Run 1, the metal 1 layer:
(3 px per um)
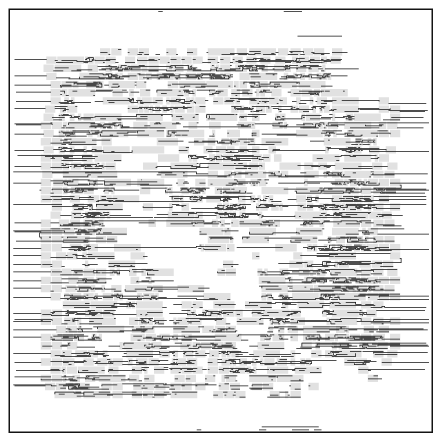
Run 1, metal 3:
(2 px per um)
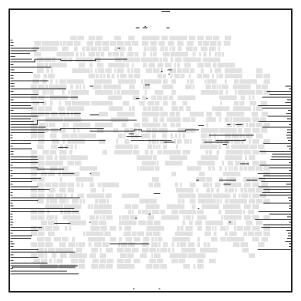
Run 1, M4 wires:
(2 px per um)
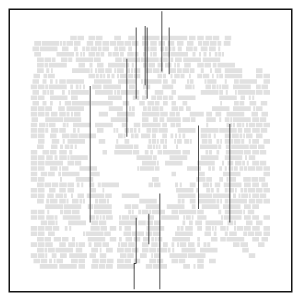
$ cat src/rtl/frost32_mem_access_arbiter.sv
// Frost32 memory-port arbiter with sized byte-lane steering and zero-extension.
// Define FROST32_MEM_ARB_ROUND_ROBIN_EN for round-robin, else fixed priority.
module frost32_mem_access_arbiter #(
    parameter int DATA_WIDTH   = 32,
    parameter int ADDR_WIDTH   = 32,
    parameter int NUM_CHANNELS = 2
) (
    input  logic                           clk,
    input  logic                           rst_n,
    input  logic [NUM_CHANNELS-1:0]        ch_req,
    output logic [NUM_CHANNELS-1:0]        ch_ready,
    input  logic [NUM_CHANNELS*ADDR_WIDTH-1:0] ch_addr,
    input  logic [NUM_CHANNELS-1:0]        ch_we,
    input  logic [NUM_CHANNELS*2-1:0]      ch_size,
    input  logic [NUM_CHANNELS*32-1:0]     ch_wdata,
    output logic [NUM_CHANNELS-1:0]        ch_resp,
    output logic [31:0]                    resp_rdata,
    output logic                           resp_err,
    output logic                           mem_req,
    output logic                           mem_we,
    output logic [ADDR_WIDTH-1:0]          mem_addr,
    output logic [DATA_WIDTH/8-1:0]        mem_byte_en,
    output logic [DATA_WIDTH-1:0]          mem_wdata,
    input  logic [DATA_WIDTH-1:0]          mem_rdata,
    input  logic                           mem_wait
);

    localparam int BE_W   = DATA_WIDTH / 8;
    localparam int LANE_W = $clog2(BE_W);
    localparam int CH_W   = (NUM_CHANNELS > 1) ? $clog2(NUM_CHANNELS) : 1;

    localparam logic [1:0] Dias32  = 2'd0;
    localparam logic [1:0] Dias16  = 2'd1;
    localparam logic [1:0] Dias8   = 2'd2;
    localparam logic [1:0] DiasBad = 2'd3;

    typedef enum logic [1:0] {StIdle, StBus, StResp} state_t;

    state_t state_q, state_d;

    logic                  found;
    logic                  accept;
    logic [CH_W-1:0]       win;
    logic [CH_W-1:0]       ch_q;
    logic [1:0]            size_q;
    logic [LANE_W-1:0]     lane_q;

    logic [ADDR_WIDTH-1:0] sel_addr;
    logic [1:0]            sel_size;
    logic                  sel_we;
    logic [31:0]           sel_wdata;
    logic                  sel_err;
    logic [LANE_W-1:0]     sel_lane;
    logic [BE_W-1:0]       be_base;
    logic [DATA_WIDTH-1:0] wdata_rep;
    logic [DATA_WIDTH-1:0] rd_shift;
    logic [31:0]           rd_word;
    logic [31:0]           rd_ext;

`ifdef FROST32_MEM_ARB_ROUND_ROBIN_EN
    logic [CH_W-1:0]           rr_ptr;
    logic [2*NUM_CHANNELS-1:0] req_rot;

    // Rotate the request vector so bit 0 is the channel at the pointer.
    always_comb begin
        int cand;
        req_rot = {ch_req, ch_req} >> rr_ptr;
        found   = 1'b0;
        win     = '0;
        cand    = 0;
        for (int k = 0; k < NUM_CHANNELS; k++) begin
            if (!found && req_rot[k]) begin
                found = 1'b1;
                cand  = int'(rr_ptr) + k;
                if (cand >= NUM_CHANNELS) begin
                    cand = cand - NUM_CHANNELS;
                end
                win = CH_W'(cand);
            end
        end
    end

    always_ff @(posedge clk or negedge rst_n) begin
        if (!rst_n) begin
            rr_ptr <= '0;
        end else if (accept) begin
            rr_ptr <= (int'(win) == NUM_CHANNELS - 1) ? '0 : win + 1'b1;
        end
    end
`else
    always_comb begin
        found = 1'b0;
        win   = '0;
        for (int k = 0; k < NUM_CHANNELS; k++) begin
            if (!found && ch_req[k]) begin
                found = 1'b1;
                win   = CH_W'(k);
            end
        end
    end
`endif

    always_comb begin
        sel_addr  = ch_addr[ADDR_WIDTH-1:0];
        sel_size  = ch_size[1:0];
        sel_we    = ch_we[0];
        sel_wdata = ch_wdata[31:0];
        for (int k = 0; k < NUM_CHANNELS; k++) begin
            if (CH_W'(k) == win) begin
                sel_addr  = ch_addr[k*ADDR_WIDTH +: ADDR_WIDTH];
                sel_size  = ch_size[k*2 +: 2];
                sel_we    = ch_we[k];
                sel_wdata = ch_wdata[k*32 +: 32];
            end
        end
    end

    assign accept   = (state_q == StIdle) && found;
    assign sel_lane = sel_addr[LANE_W-1:0];
    assign sel_err  = (sel_size == DiasBad)
                   || (sel_size == Dias32 && sel_addr[1:0] != 2'b00)
                   || (sel_size == Dias16 && sel_addr[0]);

    always_comb begin
        be_base   = BE_W'(1'b1);
        wdata_rep = {BE_W{sel_wdata[7:0]}};
        unique case (sel_size)
            Dias32: begin
                be_base   = BE_W'(4'hF);
                wdata_rep = {(DATA_WIDTH/32){sel_wdata}};
            end
            Dias16: begin
                be_base   = BE_W'(2'h3);
                wdata_rep = {(DATA_WIDTH/16){sel_wdata[15:0]}};
            end
            default: ;
        endcase
    end

    assign rd_shift = mem_rdata >> {lane_q, 3'b000};
    assign rd_word  = rd_shift[31:0];

    always_comb begin
        rd_ext = {24'h0, rd_word[7:0]};
        unique case (size_q)
            Dias32:  rd_ext = rd_word;
            Dias16:  rd_ext = {16'h0, rd_word[15:0]};
            default: ;
        endcase
    end

    always_ff @(posedge clk or negedge rst_n) begin
        if (!rst_n) begin
            state_q <= StIdle;
        end else begin
            state_q <= state_d;
        end
    end

    always_comb begin
        state_d  = state_q;
        ch_ready = '0;
        ch_resp  = '0;
        mem_req  = 1'b0;
        unique case (state_q)
            StIdle: begin
                if (found) begin
                    ch_ready = NUM_CHANNELS'(1) << win;
                    state_d  = sel_err ? StResp : StBus;
                end
            end
            StBus: begin
                mem_req = 1'b1;
                if (!mem_wait) begin
                    state_d = StResp;
                end
            end
            StResp: begin
                ch_resp = NUM_CHANNELS'(1) << ch_q;
                state_d = StIdle;
            end
            default: state_d = StIdle;
        endcase
    end

    always_ff @(posedge clk or negedge rst_n) begin
        if (!rst_n) begin
            ch_q        <= '0;
            size_q      <= '0;
            lane_q      <= '0;
            mem_we      <= 1'b0;
            mem_addr    <= '0;
            mem_byte_en <= '0;
            mem_wdata   <= '0;
            resp_rdata  <= '0;
            resp_err    <= 1'b0;
        end else if (accept) begin
            ch_q        <= win;
            size_q      <= sel_size;
            lane_q      <= sel_lane;
            mem_we      <= sel_we;
            mem_addr    <= sel_addr & ~ADDR_WIDTH'(BE_W - 1);
            mem_byte_en <= be_base << sel_lane;
            mem_wdata   <= wdata_rep;
            resp_rdata  <= '0;
            resp_err    <= sel_err;
        end else if (state_q == StBus && !mem_wait && !mem_we) begin
            resp_rdata  <= rd_ext;
        end
    end

endmodule

$ cat config.mk
export PLATFORM = sky130hd
export DESIGN_NAME = frost32_mem_access_arbiter
export DESIGN_NICKNAME = d
export VERILOG_FILES = /design/src/rtl/frost32_mem_access_arbiter.sv
export SDC_FILE = /design/constraint.sdc
export NUM_CORES = 1
export LEC_CHECK = 0
export ABC_AREA = 0
export CORE_MARGIN = 10
export CORE_UTILIZATION = 38
export CTS_BUF_LIST = sky130_fd_sc_hd__clkbuf_8
export CTS_CLUSTER_SIZE = 20
export DETAILED_ROUTE_END_ITERATION = 16
export PLACE_DENSITY = 0.77
export SLEW_MARGIN = 20
export SYNTH_ARGS = -nofsm -noshare
export SYNTH_HDL_FRONTEND = slang
export SYNTH_SLANG_ARGS = --single-unit
$ cat constraint.sdc
create_clock -name clk -period 1.9 [get_ports clk]
set_input_delay 0.38 -clock clk [delete_from_list [all_inputs] [get_ports clk]]
set_output_delay 0.38 -clock clk [all_outputs]
set_load 0.02 [all_outputs]
==> results.ini, run 1 <==
[power_and_ir_drop]
clock_power_share_pct=12.2
power_w=0.01205

[synthesis]
synth.cell_area_sq_um=5514
synthMuxAreaShare_pct=17.34

[timing]
setup_viol=0
holdWs_ps=322.3

[final_layout]
mi_logic_area_sq_um=2664
reg.largest.list=mem_wdata x32, resp_rdata x32, mem_addr x30
multi_input_comb_cells=417

[drt]
highest_layer=met4
postRouteAntennaNets=0

[setup_path]
cp.required_ps=2210
r2r-end=resp_rdata[27]$_DFFE_PN0P_
cp_cell_sequence=or3b_1 -> a21o_1 -> or4_4 -> clkbuf_16 -> o21ai_2

[place]
placed_area_sq_um=8781
placed_cells=1031

[clocking]
cts.sinks=107
postCtsSetupRepairBufs=0
cts_tree=yes

[flow_run]
max_cap_violations=0

[run_status]
status=finished, final reports clean

## Picture notes: 'the metal 1 layer'
- wire length on this layer: 8020 um
- nets with wire on the layer: 916
- share of all routed wire: 39%

## Picture notes: 'metal 3'
- main direction: horizontal
- longest straight run: 49.5 um
- nets with wire on the layer: 173
- share of all routed wire: 8.6%
- wire length on this layer: 1800 um

## Picture notes: 'M4 wires'
- share of all routed wire: 2.2%
- wire length on this layer: 449 um
- nets with wire on the layer: 11
- longest straight run: 68.0 um
- main direction: vertical

==> run 2, diff against run 1 <==
--- a/config.mk
+++ b/config.mk
@@ -11,7 +11,7 @@
 export CTS_BUF_LIST = sky130_fd_sc_hd__clkbuf_8
 export CTS_CLUSTER_SIZE = 20
 export DETAILED_ROUTE_END_ITERATION = 16
-export PLACE_DENSITY = 0.77
+export PLACE_DENSITY_LB_ADDON = 0.12
 export SLEW_MARGIN = 20
 export SYNTH_ARGS = -nofsm -noshare
 export SYNTH_HDL_FRONTEND = slang
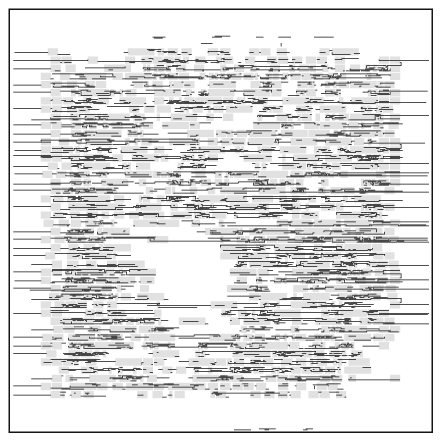
Run 2: the metal 1 layer
(3 px per um)
- longest straight run: 45.5 um
- nets with wire on the layer: 921
- wire length on this layer: 8080 um
- share of all routed wire: 40%

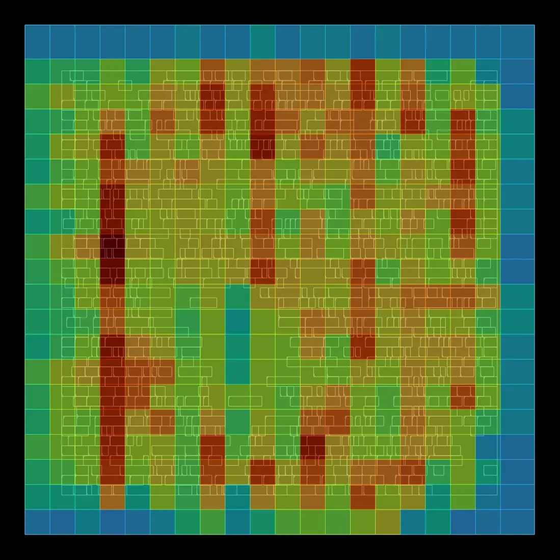
Run 2: track usage over the die
met3 Use GR: 7.843%
post-layout util: 64.59%
met1 Use GR: 22.87%
GRT Total Usage: 19.99%

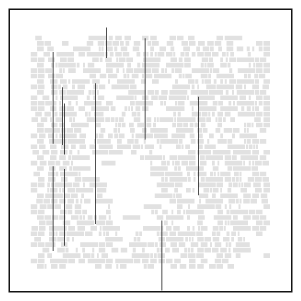
Run 2: M4 wires
(2 px per um)
- wire length on this layer: 399 um
- longest straight run: 70.0 um

==> results.ini, run 2 <==
[power_and_ir_drop]
p_leak_nw=3.995
sw_frac_of_total_pct=42.21
power_w=0.01184
pwr-share-comb_pct=57.7
clock_power_share_pct=10.2

[drt]
highest_layer=met4
firstDrtPassIters=4
postRouteAntennaNets=0
num_vias=5402

[flow_run]
max_cap_violations=0

[final_layout]
multi_input_comb_cells=417
area_growth_pct=64.49
reg.largest.list=mem_wdata x32, resp_rdata x32, mem_addr x30
mi_logic_area_sq_um=2659
final_area_sq_um=9070
n_clock_buffer=9

[place]
placed_area_sq_um=8828
placed_cells=1034

[setup_path]
r2r-end=resp_rdata[17]$_DFFE_PN0P_
startpoint=ch_req[0]
worst-setup-path-type=in -> reg
worst_setup_path_end_kind=register
cp.required_ps=2190
cp_cell_sequence=clkdlybuf4s50_1 -> nand2b_4 -> buf_8 -> mux2i_4 -> clkbuf_16 -> mux2_2 -> o21ai_0

[run_status]
status=finished, final reports clean

[timing]
slew_violations=0
setup_viol=0

[worst_hold_path]
min_to=state_q[1]$_DFFE_PN0P_
hp-class=in -> reg

[synthesis]
synthMuxAreaShare_pct=17.34
synth_cell_type_count=41
synth.cell_area_sq_um=5514

[clocking]
cts_tree=yes
cts.sinks=107
postCtsSetupRepairBufs=2

[global_routing]
grt_pass1_vias=5867
antenna_found_initial=0

No activity file was given, so power comes from the tool's default toggle rates.
